File: config.mk
export PLATFORM = sky130hd
export DESIGN_NAME = vga_ctrl_conditioner
export DESIGN_NICKNAME = d
export VERILOG_FILES = /design/src/rtl/vga_ctrl_conditioner.sv
export SDC_FILE = /design/constraint.sdc
export NUM_CORES = 1
export LEC_CHECK = 0
export CAP_MARGIN = 20
export CORE_MARGIN = 2
export CORE_UTILIZATION = 23
export CTS_CLUSTER_DIAMETER = 30
export DETAILED_ROUTE_END_ITERATION = 16
export PLACE_DENSITY = 0.44
export SLEW_MARGIN = 5
export SYNTH_ARGS = -nofsm -noshare
export SYNTH_HDL_FRONTEND = slang
export SYNTH_SLANG_ARGS = --single-unit
File: constraint.sdc
create_clock -name clk -period 1.4 [get_ports clk]
set_input_delay 0.21 -clock clk [delete_from_list [all_inputs] [get_ports clk]]
set_output_delay 0.21 -clock clk [all_outputs]
set_load 0.05 [all_outputs]
File: src/rtl/vga_ctrl_conditioner.sv
// Switch conditioner for the VGA demo: synchronise and debounce ui_raw, then apply
// the settled value only at a vsync rise. Also generates frame_tick and frame_cnt.
module vga_ctrl_conditioner #(
  parameter int DEBOUNCE_BITS = 4
) (
  input  logic        clk,
  input  logic        reset,
  input  logic [4:0]  ui_raw,
  input  logic        vsync,
  output logic [1:0]  speed_sel,
  output logic [1:0]  palette_sel,
  output logic        scanline_off,
  output logic        frame_tick,
  output logic        cfg_changed,
  output logic [15:0] frame_cnt
);

  localparam logic [DEBOUNCE_BITS-1:0] CNT_MAX = '1;
  localparam logic [DEBOUNCE_BITS-1:0] CNT_ONE = {{(DEBOUNCE_BITS-1){1'b0}}, 1'b1};

  logic [4:0]               sync1_q, sync1_d;
  logic [4:0]               sync2_q, sync2_d;
  logic [4:0]               cand_q, cand_d;
  logic [4:0]               stable_q, stable_d;
  logic [DEBOUNCE_BITS-1:0] cnt_q, cnt_d;
  logic                     vsync_prev_q, vsync_prev_d;
  logic [4:0]               cfg_q, cfg_d;
  logic                     frame_tick_q, frame_tick_d;
  logic                     cfg_changed_q, cfg_changed_d;
  logic [15:0]              frame_cnt_q, frame_cnt_d;
  logic                     rise;

  assign rise = vsync & ~vsync_prev_q;

  always_comb begin
    sync1_d       = ui_raw;
    sync2_d       = sync1_q;
    cand_d        = cand_q;
    stable_d      = stable_q;
    cnt_d         = cnt_q;
    vsync_prev_d  = vsync;
    cfg_d         = cfg_q;
    frame_tick_d  = 1'b0;
    cfg_changed_d = 1'b0;
    frame_cnt_d   = frame_cnt_q;

    // One counter for the whole vector: any bit change restarts the count.
    if (sync2_q != cand_q) begin
      cand_d = sync2_q;
      cnt_d  = '0;
    end else if (cnt_q != CNT_MAX) begin
      cnt_d = cnt_q + CNT_ONE;
    end else begin
      stable_d = cand_q;
    end

    // Uses the pre-update stable_q, so a value settling on this edge waits a frame.
    if (rise) begin
      cfg_d         = stable_q;
      frame_tick_d  = 1'b1;
      cfg_changed_d = (stable_q != cfg_q);
      frame_cnt_d   = frame_cnt_q + 16'd1;
    end
  end

  always_ff @(posedge clk) begin
    if (reset) begin
      sync1_q       <= '0;
      sync2_q       <= '0;
      cand_q        <= '0;
      stable_q      <= '0;
      cnt_q         <= '0;
      vsync_prev_q  <= 1'b1;
      cfg_q         <= '0;
      frame_tick_q  <= 1'b0;
      cfg_changed_q <= 1'b0;
      frame_cnt_q   <= '0;
    end else begin
      sync1_q       <= sync1_d;
      sync2_q       <= sync2_d;
      cand_q        <= cand_d;
      stable_q      <= stable_d;
      cnt_q         <= cnt_d;
      vsync_prev_q  <= vsync_prev_d;
      cfg_q         <= cfg_d;
      frame_tick_q  <= frame_tick_d;
      cfg_changed_q <= cfg_changed_d;
      frame_cnt_q   <= frame_cnt_d;
    end
  end

  assign speed_sel    = cfg_q[1:0];
  assign palette_sel  = cfg_q[3:2];
  assign scanline_off = cfg_q[4];
  assign frame_tick   = frame_tick_q;
  assign cfg_changed  = cfg_changed_q;
  assign frame_cnt    = frame_cnt_q;

endmodule

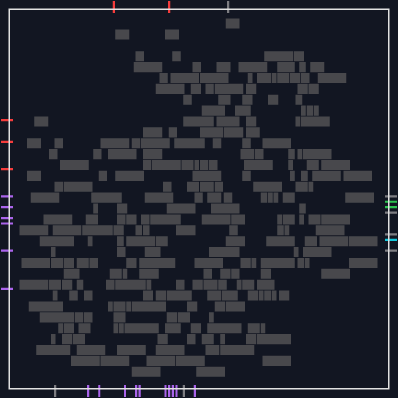
(run_1/pins.png)
Scale: 4 px per um. Pins as bars across the die edge, other pins in grey.
legend:
  purple:
    port: frame_cnt
    pins: 16
    direction: output
    edge: 10 bottom, 6 left
  green:
    port: palette_sel
    pins: 2
    direction: output
    edge: right
  cyan:
    port: cfg_changed
    pins: 1
    direction: output
    edge: right
  red:
    port: ui_raw
    pins: 5
    direction: input
    edge: 3 left, 2 top

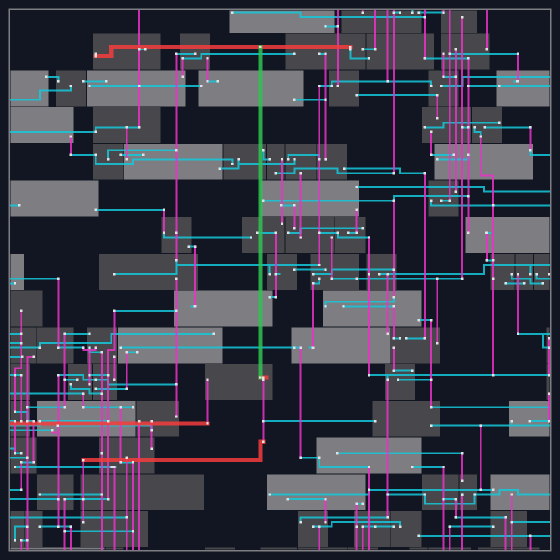
(run_1/zoom.png)
Region (27, 27) to (67, 67) um. Cells in grey, sequential cells in the stronger grey; small squares are vias.
legend:
  magenta:
    layer: met2
  red:
    layer: met3
  cyan:
    layer: met1
  green:
    layer: met4
netlist names of flops here include: stable_q (5), cand_q (4), frame_cnt (4)
cells with their middle in the window: 73
sequential cells in the window: 18
most frequent: dfxtp_1 (13), nand2b_1 (11), buf_4 (8)

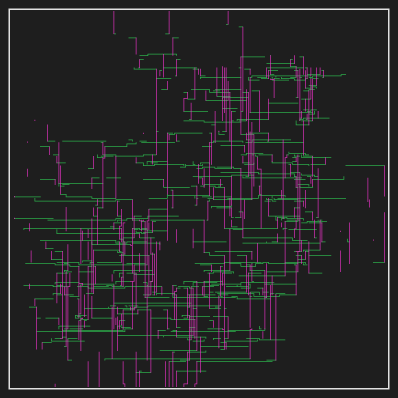
(run_1/metal_stack.png)
Scale: 4 px per um. Only two layers are drawn.
legend:
  green:
    layer: met1
    wire_length: 1940 um
  magenta:
    layer: met2
    wire_length: 1760 um
overall via count from detail_route: 1432
Total Routing Usage GR: 9.41%
average wire per cell in the routed design: 10.9 um
total detailed-routing wirelength: 3.90 mm

==> qor_table.md, run 1 <==
| Result | Value | Unit |
| --- | --- | --- |
| Static leakage | 1.13 | nW |
| Routability Congestion | 0.735 | - |
| Syn-to-layout area delta | 56.9 | % |
| Drt initial violations | 39 | - |
| Post-layout minimum cycle time | 1.36 | ns |
| H-Tree Level Count | 2 | - |
| Critical path capture point type | flop | - |
| Global-route wire length before repair | 6.56 | mm |
| Most common reg cell | dfxtp_1 | - |
| Sinks on Clock Net | 48 | - |
| Die width | 94.5 | um |
| Worst voltage drop across the vdd grid | 0.345 | mV |
| Cells in synth_stat.txt | 193 | - |
| Final Cycle Share | 97.2 | % |
| Final Max-Slew Violation Tally | 0 | - |
| Core occupancy in the finished layout | 36.5 | % |
| Result of the run | complete, no violations | - |
| Library cell contributing the largest single delay on the critical path | clkdlybuf4s50_1 | - |
| Maximum cell stage delay along the critical path | 0.48 | ns |
| Slew margin rel. | 79.8 | % |
| Count of library flops with an enable pin | 0 | - |
| Total power | 2.57 | mW |
| Setup crit start kind | input port | - |
| Net count entering floorplan | 203 | - |
| Buffers from clock root to sink, at most | 2 | - |
| Share of layout cells above drive strength 1 | 36.4 | % |
| Drt pass-1 iters | 3 | - |
| Core utilization at floorplan | 23.3 | % |
| Buffer and inverter count on the worst path | 1 | - |
| Synth cell count leaders | 48 x dfxtp_1, 18 x nand2_1, 18 x nor2_1 | - |
| Count leader, synth | dfxtp_1 | - |
| Biggest area contributors in the synthesized netlist | dfxtp_1 51%, xor2_1 6.0%, nor2b_1 5.3% | - |
| Data arrival time of the critical path | 1.60 | ns |
| Number of buffers added by the clock tree synthesis step | 5 | - |
| Setup repair after global routing missed its margin | false | - |
| Number of nets in the finished design | 262 | - |
| Area of the core | 8090 | sq um |
| Share of synthesized area occupied by flip-flops and latches | 51.0 | % |
| Remaining routing DRC violations | 0 | - |
| Overall overflow remaining after global route | 0 | - |
| Worst clock skew on the final layout | 0.0108 | ns |
| Total of endpoints with negative setup slack in the final report | 0 | - |
| Synthesized area per cell | 9.76 | sq um |
| Transition time of the tightest slew-check pin | 0.300 | ns |
| Max-area cell share | 51.0 | % |
| HPWL after DPL | 2.85 | mm |
| Kind of critical path | input port to flop | - |
| Antenna violations before repair | 0 | - |
| Required time of the critical path | 1.64 | ns |
| Share of flip-flops with an asynchronous set or reset after synthesis | 0 | % |
| CTS root buffer | clkbuf_8 | - |
| Yosys-reported design area after synthesis | 1880 | sq um |
| Number of unique standard cell types used by synthesis | 32 | - |
| Hold WS | 0.433 | ns |
| Final Non-Filler Cells | 358 | - |
| Count of warning messages emitted by the tools | 27 | - |
| Achievable Freq | 0.735 | GHz |
| Number of diodes | 0 | - |
| Number of warning messages in the yosys log | 0 | - |
| Worst-path fanout max | 5 | - |
| Final total negative setup slack | 0 | ns |
| CTS tree | built | - |
| Count of buffers from port buffering | 30 | - |
| Insertion delay of the later-clocked pin in the worst-skew pair | 0.30 | ns |
| Worst min-delay path class | flop to flop | - |
| Row cnt | 33 | - |
| Chip Area | 8930 | sq um |
| Max-capacitance violation count | 0 | - |
| Die Y-Extent | 94.5 | um |
| Power per unit of standard cell area | 870 | nW/um^2 |
| Pin count of the biggest net entering global routing | 26 | - |
| Post-route ant nets | 0 | - |
| Vias per Instance | 4.00 | - |
| Cell count after synthesis | 193 | - |
| Kind of cell adding the most delay to the critical path | simple AND/OR/NAND/NOR gates | - |
| Cell taking the most area after synthesis | dfxtp_1 | - |
| Post-Syn Area | 1880 | sq um |
| Hold violation count in the final report | 0 | - |
| Number of placed I/O pins | 31 | - |
| Via count of the first global-routing pass | 1380 | - |
| Cell total after placement | 348 | - |
| Worst-path clk slew | 0.09 | ns |
| Chain of cells forming the critical path | clkdlybuf4s50_1, and4b_2, nand3_4, or4_4, a21oi_2 | - |
| Post-synthesis register bit count | 48 | - |
run 1: power breakdown:
part	internal (mW)	total [mW]	switching (mW)
combinational	0.0932	0.171	0.0780
clock	0.559	1.01	0.454
sequential	1.37	1.39	0.0141
total	2.02	2.57	0.546
run 1: metal layers:
layer  part of all wire (%)  track usage (%)  vias up
met5                      0                0        -
met1                     50             13.2      653
li1                       -                -      752
met3                    3.7             2.95        4
met4                    1.5             3.62        0
met2                     45             13.4       23
run 1: final cells by class:
class                           count  area [sq um]
Timing Repair Buffer               60           768
Clock buffer                        8           121
Inverter                            1          3.75
Fill cell                         812          5140
Tap cell                          105           131
Sequential cell                    48          1010
Multi-Input combinational cell    136           925
run 1: state kept, by name (all words and copies together) (netlist names), 4 cells and up:
name       count
sync1_q        5
cfg_q          5
cand_q         5
stable_q       5
cnt_q          4
sync2_q        5
frame_cnt     16
run 1: worst register-to-register path, stage by stage, from the launching register on:
cell	delay (ns)
dfxtp_4	0.36
and4b_2	0.28
nand3_4	0.10
or4_4	0.42
a21oi_2	0.12
run 1: cells in the final DEF (no fill, tap or decap), drive strengths merged:
master	instances
nor3	3
xor2	13
nand3	7
inv	1
buf	53
clkbuf	8
or3	2
and4	2
a21oi	8
dfxtp	48
nand4	7
or2	1
xnor2	11
o21ai	1
or4	1
nand2	18
and2	1
nor3b	1
and4b	3
a31oi	1
o31a	1
nand2b	11
ha	2
mux2i	6
nor2	18
and3	1
clkdlybuf4s50	7
o31ai	1
nor2b	16
run 1: what timing repair did:
action / 4_1_cts / 5_1_grt
buffers inserted: 0 / 2
setup endpoints to repair: 0 / 7
hold buffers: 0 / 0
gates resized: 0 / 14
run 1: cells by family (layout without fill, tap and decap cells):
kind of cell,Yosys count,in the layout,synth area share [%]
AOI/OAI and AO/OA,12,12,3.59
xor gates and xnor gates,24,24,11.2
adders and majority gates,2,2,1.33
buffers and inverters,9,69,2.66
DFF,48,48,51.0
muxes,6,6,3.19
and+or+nand+nor,92,92,27.1
run 1: final timing paths:
check | start | endpoint | slack, ns | cells after the start
setup / recovery | vsync | frame_cnt[15] | 0.04 | 5
hold / removal | sync1_q[4] | sync2_q[4] | 0.43 | 1
setup reg to reg | frame_cnt[0] | frame_cnt[15] | 0.07 | 4
hold reg to reg | sync1_q[4] | sync2_q[4] | 0.43 | 1
run 1: stage by stage:
stage	setup slack [ns]	instance area, sq um
after global placement	-0.257	2770
after CTS	0.0159	2890
after detailed placement	-0.269	2770
after global routing	0.00518	2960
final	0.0390	2960
after floorplan	-0.0449	1940
--- run 2 (diff from run 1) ---
--- a/config.mk
+++ b/config.mk
@@ -6,11 +6,13 @@
 export NUM_CORES = 1
 export LEC_CHECK = 0
 export CAP_MARGIN = 20
+export CELL_PAD_IN_SITES_DETAIL_PLACEMENT = 1
+export CELL_PAD_IN_SITES_GLOBAL_PLACEMENT = 2
 export CORE_MARGIN = 2
 export CORE_UTILIZATION = 23
 export CTS_CLUSTER_DIAMETER = 30
 export DETAILED_ROUTE_END_ITERATION = 16
-export PLACE_DENSITY = 0.44
+export PLACE_DENSITY = 0.63
 export SLEW_MARGIN = 5
 export SYNTH_ARGS = -nofsm -noshare
 export SYNTH_HDL_FRONTEND = slang
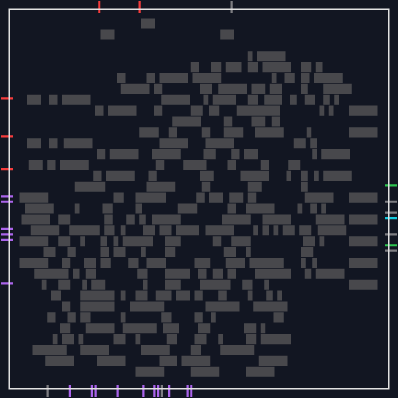
(run_2/pins.png)
Scale: 4 px per um. Pins as bars across the die edge, other pins in grey.
legend:
  red:
    port: ui_raw
    pins: 5
    direction: input
    edge: 3 left, 2 top
  purple:
    port: frame_cnt
    pins: 16
    direction: output
    edge: 10 bottom, 6 left
  cyan:
    port: cfg_changed
    pins: 1
    direction: output
    edge: right
  green:
    port: palette_sel
    pins: 2
    direction: output
    edge: right
all pins by edge: 12 bottom, 9 left, 7 right, 3 top
Die Y-Extent: 94.5 um
die width: 94.5 um
count of buffers from port buffering: 30

==> qor_table.md, run 2 <==
| Result | Value | Unit | vs previous |
| --- | --- | --- | --- |
| Worst-path fanout max | 5 | - | unchanged |
| Buffer and inverter count on the worst path | 0 | - | was 1 |
| Post-route ant nets | 0 | - | unchanged |
| Area taken by multi-input logic gates | 930 | sq um | was 925 sq um |
| Max-capacitance violation count | 0 | - | unchanged |
| Top cells excl fill/tap | 32 x dfxtp_1, 24 x buf_12, 23 x buf_4 | - | was 31 x dfxtp_1, 29 x buf_4, 24 x buf_12 |
| Number of warning messages in the yosys log | 0 | - | unchanged |
| Worst clock skew on the final layout | 0.00414 | ns | was 0.0108 ns |
| Static leakage | 1.10 | nW | was 1.13 nW |
| Worst min-delay path class | input port to flop | - | was flop to flop |
| Number of diodes | 0 | - | unchanged |
| Kind of cell adding the most delay to the critical path | simple AND/OR/NAND/NOR gates | - | unchanged |
| Insertion delay of the later-clocked pin in the worst-skew pair | 0.30 | ns | about the same |
| Setup crit start kind | flop | - | was input port |
| Kind of critical path | flop to flop | - | was input port to flop |
| Vias per Instance | 4.11 | - | was 4.00 |
| Data arrival time of the critical path | 1.60 | ns | about the same |
| Required time of the critical path | 1.64 | ns | about the same |
| Core utilization at floorplan | 23.3 | % | unchanged |
| Core occupancy in the finished layout | 36.2 | % | was 36.5% |
| Global-route wire length before repair | 7.40 | mm | was 6.56 mm |
| Remaining routing DRC violations | 0 | - | unchanged |
| Final total negative setup slack | 0 | ns | unchanged |
| Synth cell count leaders | 48 x dfxtp_1, 18 x nand2_1, 18 x nor2_1 | - | unchanged |
| Net count entering floorplan | 203 | - | unchanged |
| Overall via count from detail_route | 1451 | - | was 1432 |
| Minimum setup slack in the final design | 0.0397 | ns | was 0.0390 ns |
| Max-area cell share | 51.0 | % | unchanged |
| Count of library flops with an enable pin | 0 | - | unchanged |
| Area used by sequential logic in the layout | 1010 | sq um | about the same |
| Syn-to-layout area delta | 55.4 | % | was 56.9% |
| Number of filler cells placed in the layout | 916 | - | was 812 |
| Total detailed-routing wirelength | 4.24 | mm | was 3.90 mm |
| Power per unit of standard cell area | 887 | nW/um^2 | was 870 nW/um^2 |
| Final Max-Slew Violation Tally | 0 | - | unchanged |
| Count leader, synth | dfxtp_1 | - | unchanged |
| CTS root buffer | clkbuf_8 | - | unchanged |
| Pin count of the biggest net entering global routing | 27 | - | was 26 |
| Chain of cells forming the critical path | and4b_2, nand3_4, or4_4, a21oi_2 | - | was clkdlybuf4s50_1, and4b_2, nand3_4, or4_4, a21oi_2 |
| Sinks on Clock Net | 48 | - | unchanged |
| Overall overflow remaining after global route | 0 | - | unchanged |
| Critical path capture point type | flop | - | unchanged |
| Slew margin rel. | 81.2 | % | was 79.8% |
| Total of endpoints with negative setup slack in the final report | 0 | - | unchanged |
| H-Tree Level Count | 2 | - | unchanged |
| Area of the core | 8090 | sq um | unchanged |
| Chip Area | 8930 | sq um | unchanged |
| Share of synthesized area occupied by flip-flops and latches | 51.0 | % | unchanged |
| Count of warning messages emitted by the tools | 28 | - | was 27 |
| Via count of the first global-routing pass | 1532 | - | was 1380 |
| Post-Syn Area | 1880 | sq um | unchanged |
| Post-layout minimum cycle time | 1.36 | ns | about the same |
| Flip-flop count of the largest register, all copies and words added | 16 | - | unchanged |
| Share of flip-flops with an asynchronous set or reset after synthesis | 0 | % | unchanged |
| Minimum setup slack after placement | -0.318 | ns | was -0.269 ns |
| Yosys-reported design area after synthesis | 1880 | sq um | unchanged |
| Most common reg cell | dfxtp_1 | - | unchanged |
| Synthesized area per cell | 9.76 | sq um | unchanged |
| Number of buffers added by the clock tree synthesis step | 5 | - | unchanged |
| Cell count after synthesis | 193 | - | unchanged |
| Share of layout cells above drive strength 1 | 34.7 | % | was 36.4% |
| Antenna violations before repair | 0 | - | unchanged |
| CTS tree | built | - | unchanged |
| Row cnt | 33 | - | unchanged |
| Drt pass-1 iters | 4 | - | was 3 |
| Worst-path clk slew | 0.09 | ns | about the same |
| Reg2reg setup slack | 0.04 | ns | was 0.07 ns |
| Number of placed I/O pins | 31 | - | unchanged |
| Post-detailed-placement cell area | 2730 | sq um | was 2770 sq um |
| Hold WS | 0.266 | ns | was 0.433 ns |
| Total Routing Usage GR | 10.7 | % | was 9.41% |
| Number of nets in the finished design | 257 | - | was 262 |
| Most used logic cell in the final layout | dfxtp_1 | - | unchanged |
| Achievable Freq | 0.735 | GHz | about the same |
| Routability Congestion | 0.756 | - | was 0.735 |
| Final Cycle Share | 97.2 | % | about the same |
| Maximum cell stage delay along the critical path | 0.42 | ns | was 0.48 ns |
| Number of unique standard cell types used by synthesis | 32 | - | unchanged |
| Post-synthesis register bit count | 48 | - | unchanged |
| Buffers from clock root to sink, at most | 2 | - | unchanged |
| Cells in synth_stat.txt | 193 | - | unchanged |
| Setup repair after global routing missed its margin | true | - | was false |
| Drt initial violations | 44 | - | was 39 |
| Worst voltage drop across the vdd grid | 0.321 | mV | was 0.345 mV |
| Result of the run | complete, no violations | - | unchanged |
| Post-layout instance area | 2930 | sq um | was 2960 sq um |
| Biggest area contributors in the synthesized netlist | dfxtp_1 51%, xor2_1 6.0%, nor2b_1 5.3% | - | unchanged |
| Transition time of the tightest slew-check pin | 0.280 | ns | was 0.300 ns |
| HPWL after DPL | 3.16 | mm | was 2.85 mm |
| Hold violation count in the final report | 0 | - | unchanged |
| Hold-fix buffers, CTS | 0 | - | unchanged |
| Average wire per cell in the routed design | 12.0 | um | was 10.9 um |
| Library cell contributing the largest single delay on the critical path | or4_4 | - | was clkdlybuf4s50_1 |
| Cell taking the most area after synthesis | dfxtp_1 | - | unchanged |
## run 2: routing by layer
metal  wire (um)  GRT usage, %
met1        2110          14.2
met2        1940          16.6
met3         127          3.03
met4          73          3.99
met5           0             0
## run 2: path summary, 6_finish.rpt
check / startpoint / to / cells after the start
max: vsync_prev_q / frame_cnt[15] / 4
min: vsync / vsync_prev_q / 3
max reg2reg: vsync_prev_q / frame_cnt[15] / 4
min reg2reg: sync1_q[3] / sync2_q[3] / 1
## run 2: metrics by stage
| stage | instances | power [mW] |
|---|---|---|
| final | 353 | 2.60 |
| after global routing | 353 | 2.74 |
| after global placement | 344 | 1.57 |
| after CTS | 352 | 2.65 |
| after detailed placement | 344 | 1.58 |
| after floorplan | 193 | 1.50 |
## run 2: final cells by class
cell class | count | share of cell area [%]
Timing Repair Buffer | 55 | 25.2
Tap cell | 105 | 4.49
Sequential cell | 48 | 34.3
Multi-Input combinational cell | 136 | 31.7
Clock buffer | 6 | 2.82
Inverter | 1 | 0.128
Clock inverter | 2 | 1.32
## run 2: repair_timing
item                       CTS  global route
setup endpoints to repair    1            13
resized                      1            14
buffers inserted             0             1
gates cloned                 0             0
pin swaps                    0             4
## run 2: report_power, final
| group | total [mW] | internal (mW) | switching (mW) | leakage (nW) |
|---|---|---|---|---|
| registers | 1.39 | 1.37 | 0.0168 | 0.400 |
| clock network | 1.05 | 0.584 | 0.464 | 0.0614 |
| logic | 0.160 | 0.0839 | 0.0759 | 0.642 |
## run 2: cell families (layout without fill, tap and decap cells)
family,count (synthesis),in the layout,synth area share (%)
flip-flops,48,48,51.0
AND/OR/NAND/NOR,92,92,27.1
XOR/XNOR,24,24,11.2
multiplexers,6,6,3.19
adder cells (fa/ha/maj),2,2,1.33
buffers and inverters,9,64,2.66
AND-OR/OR-AND,12,12,3.59
## run 2: worst min-delay path: cells and delay by family
family,cells,cell delay (ns)
buffers and inverters,2,0.24
and+or+nand+nor,1,0.09
Power figures rest on the tool's default switching activity, not on a simulated workload.
